### config.mk
export PLATFORM = sky130hd
export DESIGN_NAME = pocket_hits_display_flat
export DESIGN_NICKNAME = d
export VERILOG_FILES = /design/src/rtl/pocket_hits_display_if.sv /design/src/rtl/pocket_hits_display.sv /design/src/flat_wrapper.sv
export SDC_FILE = /design/constraint.sdc
export NUM_CORES = 1
export LEC_CHECK = 0
export ABC_AREA = 0
export CORE_ASPECT_RATIO = 0.7
export CORE_UTILIZATION = 40
export DETAILED_ROUTE_END_ITERATION = 16
export PLACE_DENSITY = 0.74
export SYNTH_ARGS = -nofsm -noshare
export SYNTH_HDL_FRONTEND = slang
export SYNTH_SLANG_ARGS = --single-unit
### constraint.sdc
create_clock -name clk -period 1.53 [get_ports clk]
set_clock_uncertainty 0.1 [all_clocks]
set_input_delay 0.2295 -clock clk [delete_from_list [all_inputs] [get_ports clk]]
set_output_delay 0.2295 -clock clk [all_outputs]
set_load 0.005 [all_outputs]
### src/rtl/pocket_hits_display_if.sv
// Bus between the pocket hit display and its scan/game-logic neighbours.
interface pocket_hits_display_if;
  logic               startOfFrame;
  logic [10:0]        pixelX;
  logic [10:0]        pixelY;
  logic signed [10:0] topLeftX;
  logic signed [10:0] topLeftY;
  logic               ballInPocket;
  logic               newGame;
  logic [4:0]         hitCount;
  logic               allPocketed;
  logic               drawingRequest;
  logic [7:0]         RGBout;

  // Scan/game side: drives timing, pixel position, anchor and events.
  modport master (
    output startOfFrame, pixelX, pixelY, topLeftX, topLeftY, ballInPocket, newGame,
    input  hitCount, allPocketed, drawingRequest, RGBout
  );

  // Display side: consumes the above, returns count and draw request.
  modport slave (
    input  startOfFrame, pixelX, pixelY, topLeftX, topLeftY, ballInPocket, newGame,
    output hitCount, allPocketed, drawingRequest, RGBout
  );
endinterface

### src/rtl/pocket_hits_display.sv
// Pocket hit counter with a frame-synchronous row of marker squares.
// Optional feature macro: POCKET_HITS_BLINK_EN (newest marker blinks for
// BLINK_FRAMES frames after each committed hit).
module pocket_hits_display #(
  parameter int unsigned MAX_HITS     = 15,
  parameter int unsigned MARKER_SIZE  = 10,
  parameter logic [7:0]  MARKER_COLOR = 8'h00,
  parameter int unsigned BLINK_FRAMES = 32
) (
  input  logic                  clk,
  input  logic                  resetN,
  pocket_hits_display_if.slave  bus
);

  localparam int unsigned CW    = 5;
  localparam int unsigned PW    = 12;
  localparam logic [PW-1:0] ROW_W = PW'(MAX_HITS * 16);
  localparam logic [PW-1:0] ROW_H = PW'(MARKER_SIZE);
  localparam logic [CW-1:0] MAX_C = CW'(MAX_HITS);
  localparam logic [4:0]    MSZ   = 5'(MARKER_SIZE);
  localparam int unsigned BLINK_W =
    ($clog2(BLINK_FRAMES + 1) < 3) ? 3 : $clog2(BLINK_FRAMES + 1);

  // Reject parameter values the geometry cannot represent.
  if (MAX_HITS < 1 || MAX_HITS > 31) begin : g_bad_max
    $error("MAX_HITS out of range 1..31");
  end
  if (MARKER_SIZE < 1 || MARKER_SIZE > 16) begin : g_bad_size
    $error("MARKER_SIZE out of range 1..16");
  end
  if (BLINK_FRAMES < 1 || BLINK_W > 16) begin : g_bad_blink
    $error("BLINK_FRAMES out of range");
  end

  logic [CW-1:0] count_q, count_d;
  logic [CW-1:0] disp_q, disp_d;
  logic          pend_q, pend_d;
  logic          full_q, full_d;
  logic          sof_q;
  logic          commit_c;

  logic [PW-1:0] off_x_c, off_y_c;
  logic          in_row_c;
  logic [4:0]    slot_q;
  logic [3:0]    col_q;
  logic          in_row_q;

  logic          lit_c;
  logic          blank_c;
  logic          draw_q;
  logic [7:0]    rgb_q;

  // Hit accumulation, frame-synchronous commit and display copy.
  always_comb begin
    count_d  = count_q;
    pend_d   = pend_q;
    disp_d   = disp_q;
    commit_c = 1'b0;
    if (bus.newGame) begin
      count_d = '0;
      pend_d  = 1'b0;
    end else if (bus.startOfFrame) begin
      if (pend_q && (count_q < MAX_C)) begin
        count_d  = count_q + CW'(1);
        commit_c = 1'b1;
      end
      pend_d = bus.ballInPocket;
    end else if (bus.ballInPocket) begin
      pend_d = 1'b1;
    end
    if (sof_q) begin
      disp_d = count_q;
    end
    full_d = (count_d == MAX_C);
  end

  // Count, pending flag and display copy registers.
  always_ff @(posedge clk or negedge resetN) begin
    if (!resetN) begin
      count_q <= '0;
      disp_q  <= '0;
      pend_q  <= 1'b0;
      full_q  <= 1'b0;
      sof_q   <= 1'b0;
    end else begin
      count_q <= count_d;
      disp_q  <= disp_d;
      pend_q  <= pend_d;
      full_q  <= full_d;
      sof_q   <= bus.startOfFrame;
    end
  end

`ifdef POCKET_HITS_BLINK_EN
  logic [BLINK_W-1:0] blink_q, blink_d;

  // Blink window: reload on each committed hit, count frames down to zero.
  always_comb begin
    blink_d = blink_q;
    if (bus.newGame) begin
      blink_d = '0;
    end else if (commit_c) begin
      blink_d = BLINK_W'(BLINK_FRAMES);
    end else if (bus.startOfFrame && (blink_q != '0)) begin
      blink_d = blink_q - BLINK_W'(1);
    end
  end

  // Blink counter register.
  always_ff @(posedge clk or negedge resetN) begin
    if (!resetN) begin
      blink_q <= '0;
    end else begin
      blink_q <= blink_d;
    end
  end

  // Newest marker is hidden on the odd 4-frame phases of the window.
  always_comb begin
    blank_c = (blink_q != '0) && blink_q[2] && (slot_q == (disp_q - CW'(1)));
  end
`else
  // All lit markers are steady.
  always_comb begin
    blank_c = 1'b0;
  end
`endif

  // Stage-1 geometry: signed offsets from the anchor and row bounds.
  always_comb begin
    off_x_c  = {1'b0, bus.pixelX} - {bus.topLeftX[10], bus.topLeftX};
    off_y_c  = {1'b0, bus.pixelY} - {bus.topLeftY[10], bus.topLeftY};
    in_row_c = !off_x_c[PW-1] && (off_x_c < ROW_W) &&
               !off_y_c[PW-1] && (off_y_c < ROW_H);
  end

  // Stage-1 registers: slot index, column within slot, row flag.
  always_ff @(posedge clk or negedge resetN) begin
    if (!resetN) begin
      slot_q   <= '0;
      col_q    <= '0;
      in_row_q <= 1'b0;
    end else begin
      slot_q   <= off_x_c[8:4];
      col_q    <= off_x_c[3:0];
      in_row_q <= in_row_c;
    end
  end

  // Stage-2 lit decision against the frame-stable display count.
  always_comb begin
    lit_c = in_row_q && ({1'b0, col_q} < MSZ) && (slot_q < disp_q) && !blank_c;
  end

  // Stage-2 output registers.
  always_ff @(posedge clk or negedge resetN) begin
    if (!resetN) begin
      draw_q <= 1'b0;
      rgb_q  <= 8'hFF;
    end else begin
      draw_q <= lit_c;
      rgb_q  <= lit_c ? MARKER_COLOR : 8'hFF;
    end
  end

  assign bus.hitCount       = count_q;
  assign bus.allPocketed    = full_q;
  assign bus.drawingRequest = draw_q;
  assign bus.RGBout         = rgb_q;

endmodule

### src/flat_wrapper.sv
// flat-port wrapper written by rule: the top's interface ports become plain ports
module pocket_hits_display_flat 
#(
  parameter int unsigned MAX_HITS     = 15,
  parameter int unsigned MARKER_SIZE  = 10,
  parameter logic [7:0]  MARKER_COLOR = 8'h00,
  parameter int unsigned BLINK_FRAMES = 32
)
  (clk, resetN, bus_startOfFrame, bus_pixelX, bus_pixelY, bus_topLeftX, bus_topLeftY, bus_ballInPocket, bus_newGame, bus_hitCount, bus_allPocketed, bus_drawingRequest, bus_RGBout);
  pocket_hits_display_if bus_i ();
  input  logic clk;
  input  logic resetN;
  input wire logic [$bits(bus_i.startOfFrame)-1:0] bus_startOfFrame;
  input wire logic [$bits(bus_i.pixelX)-1:0] bus_pixelX;
  input wire logic [$bits(bus_i.pixelY)-1:0] bus_pixelY;
  input wire logic [$bits(bus_i.topLeftX)-1:0] bus_topLeftX;
  input wire logic [$bits(bus_i.topLeftY)-1:0] bus_topLeftY;
  input wire logic [$bits(bus_i.ballInPocket)-1:0] bus_ballInPocket;
  input wire logic [$bits(bus_i.newGame)-1:0] bus_newGame;
  output wire logic [$bits(bus_i.hitCount)-1:0] bus_hitCount;
  output wire logic [$bits(bus_i.allPocketed)-1:0] bus_allPocketed;
  output wire logic [$bits(bus_i.drawingRequest)-1:0] bus_drawingRequest;
  output wire logic [$bits(bus_i.RGBout)-1:0] bus_RGBout;
  assign bus_i.startOfFrame = bus_startOfFrame;
  assign bus_i.pixelX = bus_pixelX;
  assign bus_i.pixelY = bus_pixelY;
  assign bus_i.topLeftX = bus_topLeftX;
  assign bus_i.topLeftY = bus_topLeftY;
  assign bus_i.ballInPocket = bus_ballInPocket;
  assign bus_i.newGame = bus_newGame;
  assign bus_hitCount = bus_i.hitCount;
  assign bus_allPocketed = bus_i.allPocketed;
  assign bus_drawingRequest = bus_i.drawingRequest;
  assign bus_RGBout = bus_i.RGBout;
  pocket_hits_display #(.MAX_HITS(MAX_HITS), .MARKER_SIZE(MARKER_SIZE), .MARKER_COLOR(MARKER_COLOR), .BLINK_FRAMES(BLINK_FRAMES)) u_core (.clk(clk), .resetN(resetN), .bus(bus_i));
endmodule
The metal 3 layer:
Drawn at 6 px/um.
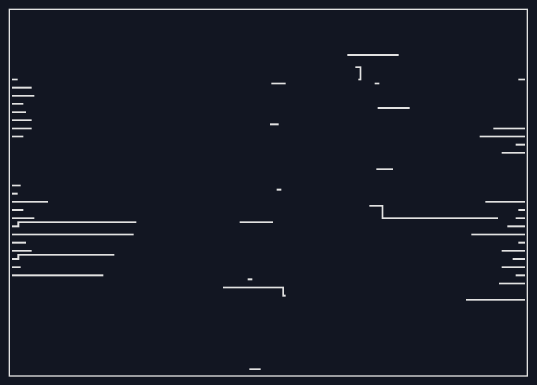
The longest straight run is 20.0 um. 45 nets have wire on it. The layer holds 4.5% of the routed length. The layer carries 238 um of wire.
vias after detailed routing: 2,019
met3 track demand over resource in global routing: 3.40%
aggregate routed wire length: 5260 um

Routed clock nets over the placement:
Drawn at 6 px/um.
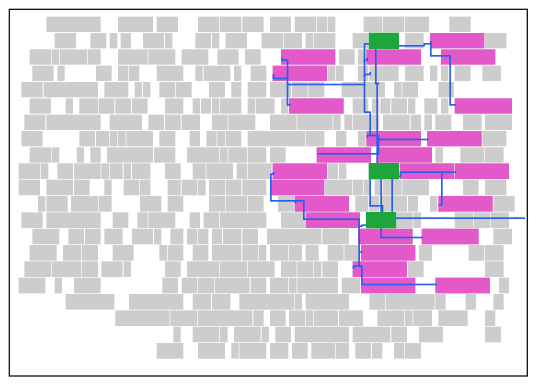
flip-flops: marked magenta, count 24. cells driving clock nets: marked green, count 3. clock wires: marked blue, length 257 um.
There are 4 routed clock nets.
total clock network power: 0.000421 W
clock latency reported for the late side of the worst-skew pair: 260 ps

Selected gate families:
Drawn at 3 px/um.
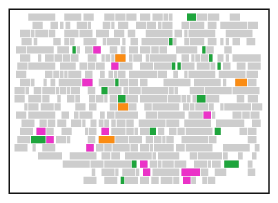
AND-OR and OR-AND gates: marked magenta, cells 12, most used a21o_1. NAND gates: marked green, cells 18, most used nand2_1. multiplexers: marked orange, cells 4, most used mux2i_1.
fraction of area in multi-input gates: 44.2%
Cell Count, Final, Fillers Out: 418

==> results.txt <==
Status of the implementation.

- According to the tapcell log, the count of inserted taps is 69.
- The die is 86.1 um wide.
- In this run the full chip footprint comes out at 5240 um^2.
- The fmax is 400 MHz, for reference.
- The post-detailed-placement cell area is 3070 um^2, for reference.
- The top routing layer in use is met4, for reference.
- Power attributed to sequential cells is 0.000711 W.
- In the layout the commonest cells are sky130_fd_sc_hd__buf_4, sky130_fd_sc_hd__clkdlybuf4s50_1, sky130_fd_sc_hd__inv_1, sky130_fd_sc_hd__nor2_1, sky130_fd_sc_hd__dfrtp_1.
- The switching component of the power was reported as 0.000655 W.
- sky130_fd_sc_hd__dfrtp_1 takes more of the synthesized area than any other cell.
- The required time at the worst endpoint is listed as 1630 ps.
- The total routing resource utilization after global routing is 18.8%, for reference.
- The count of cell instances traversed by the critical path is 12, for reference.
- The hold-fix buffer count after cts is 0, for reference.
- Of the total power, combinational logic draws 47.6%.
- The Yosys step of the flow raised 0 warnings.
- The total negative setup slack is -1810 ps, for reference.
- Broken down by cell family, the worst path's largest delay share belongs to simple AND/OR/NAND/NOR gates.
- The flow ran to the end, but the final reports show violations.
- Setup repair after global routing could not meet its margin everywhere.
- The capture point of the worst path is u_core.in_row_q$_DFF_PN0_, for reference.
- The synthesized netlist devotes 17.3% of its cell area to compound gates.
- The H-tree level count is 1, for reference.
- Headroom to the max-slew limit came out at 80.2%.
- The clock network accounts for 19.5% of the total power.
- The number of clock buffers inserted by TritonCTS is 3, for reference.
- STA classifies the critical path endpoint as a register.
- Summing the areas of all and, or, nand and nor instances in the mapped netlist gives 16.6% of the synthesized area.
- Between the synthesized netlist and the finished layout, the area growth was recorded as 78.8%.
- The count of plain and timing-repair buffers is 127, for reference.
- The worst hold path terminates at u_core.col_q[1]$_DFF_PN0_.
- Ranked by total cell area, the synthesized netlist is headed by sky130_fd_sc_hd__dfrtp_1, sky130_fd_sc_hd__ha_1, sky130_fd_sc_hd__inv_1.
- The final report gives the standard cell area, fillers excluded, as 3540 um^2.
- The internal power summed over all cells is 0.00150 W, for reference.
- The critical path goes through buf_6, nand2b_4, fa_2, a211oi_4, nor3b_4, o21a_1, buf_6, o2111ai_4, mux2i_1, nor4_2, and4_1, and4_1.
- The routability congestion estimate from global placement is 0.841, for reference.
- The number of cells on the worst hold path is listed as 2.
- The power report shows net switching accounting for 30.3% of the total.
- After global routing the overflow that remains totals 0.
- Among all stages on the critical path, the maximum delay recorded is 370 ps.
- In this run, post-CTS repair resized a total of 53 instances.
- STA lists the startpoint of the worst register-to-register path as u_core.slot_q[1]$_DFF_PN0_.
- In this run the cell area of the synthesized design comes to 1980 um^2.
- The areal power density over the cells is 610 nW/um^2, for reference.
- The commonest register cell after synthesis is sky130_fd_sc_hd__dfrtp_1, for reference.
- The total number of clock tree sinks is 24, for reference.
- The start point of the worst hold path is bus_pixelX[1], for reference.
- The starting density of the core is 41.4%, for reference.
- The worst setup slack after layout is -968 ps, for reference.
- The number of global-route vias before repair is 1,874, for reference.
- The storage element area is 603 um^2, for reference.
- The net count of the mapped netlist is 302, for reference.
- The final reports fail on setup timing.
- The post-placement worst setup slack is -1490 ps, for reference.
- The sequential cell fraction of total power is 32.9%, for reference.
- For the worst reg-to-reg path, the endpoint reported by OpenROAD is u_core.bus.drawingRequest$_DFF_PN0_.
- The cell type of the slowest stage on the worst timing path is sky130_fd_sc_hd__fa_2, for reference.
- From the final report, the count of setup violators was given as 5.
- The pin count of the biggest net entering global routing is 25, for reference.
- The filler cell count is 352, for reference.
- Once synthesis finished, the tally of register bits stood at 24.
- The register share of the cell area is 17.0%, for reference.
- The peak supply drop is 285 uV, for reference.
- The most common cell in the synthesized netlist is sky130_fd_sc_hd__inv_1.
- The total number of sequential cells is 24, for reference.
- 163 cells are multi-input combinational gates.
- The count of boundary I/O pins is 64, for reference.
- After synthesis, the netlist uses 41 different library cells.
- After synthesis, the chip area reported by Yosys is 1980 um^2.
- The detail route stage leaves a number of antenna-violating nets equal to 0.
- Once iteration 0 of detailed routing completed, the report listed 27 DRC markers.
- The analysis attributes to cell leakage a power of 1.76 nW.
- Of the synthesized area, sequential elements account for 30.4%.
- The number of flops mapped to enable cells by yosys is 0, for reference.
- The commonest cells after synthesis are sky130_fd_sc_hd__inv_1, sky130_fd_sc_hd__ha_1, sky130_fd_sc_hd__nor2_1.
- The met1 usage in global routing is 23.2%, for reference.
- After detailed routing, the number of remaining DRC violations is 0.
- The timing report notes that buffer and inverter cells on the critical path total 2.
- The clock buffer instance count of the final layout is 4, for reference.
- The CTS root buffer is sky130_fd_sc_hd__clkbuf_8, for reference.
- The post-synthesis share of cell area spent on full adders, half adders and majority gates is 17.8%, for reference.
- The maximum clock path buffer count is 2, for reference.
- For the combinational group, total power comes out at 0.00103 W.
- The stage logs contain a warning count of 29.
- The pin slew with the least headroom to its limit is 297 ps, for reference.
- The worst setup path is of the input port to register kind.
- Summing all multi-input logic gate instances after layout gives 1560 um^2.
- After clock tree synthesis, the clock-pin slew on the worst setup and hold paths is 80 ps.
- Of all the cell area in the finished design, the clock network holds 1.55%.
- Per the area breakdown, the dominant cell category is combinational gates.
- The number of buffer cells added on primary ports is 63, for reference.
- The layer with the highest usage is met2, for reference.
- The core utilization of the finished layout is 74.1%, for reference.
- The startpoint class of the critical path is an input port, for reference.
- The initial antenna violation count came to 0.
- Counting pins that exceed their max-slew limit in the final report gives 0.
- The depth of the most critical reg-to-reg path is 7, for reference.
- Per the Yosys statistics, synthesis produced 226 cells.
- Per the OpenROAD floorplan log, the area of the core is 4780 um^2.
- The floorplan has 21 rows.
- The die extent in y is 60.9 um, for reference.
- The power group with the highest consumption is combinational cells, for reference.
- The area share of buffers outside the clock network is 31.5%, for reference.
- The most critical setup path has its startpoint at bus_pixelX[0].
Power and IR drop assume default switching activity.
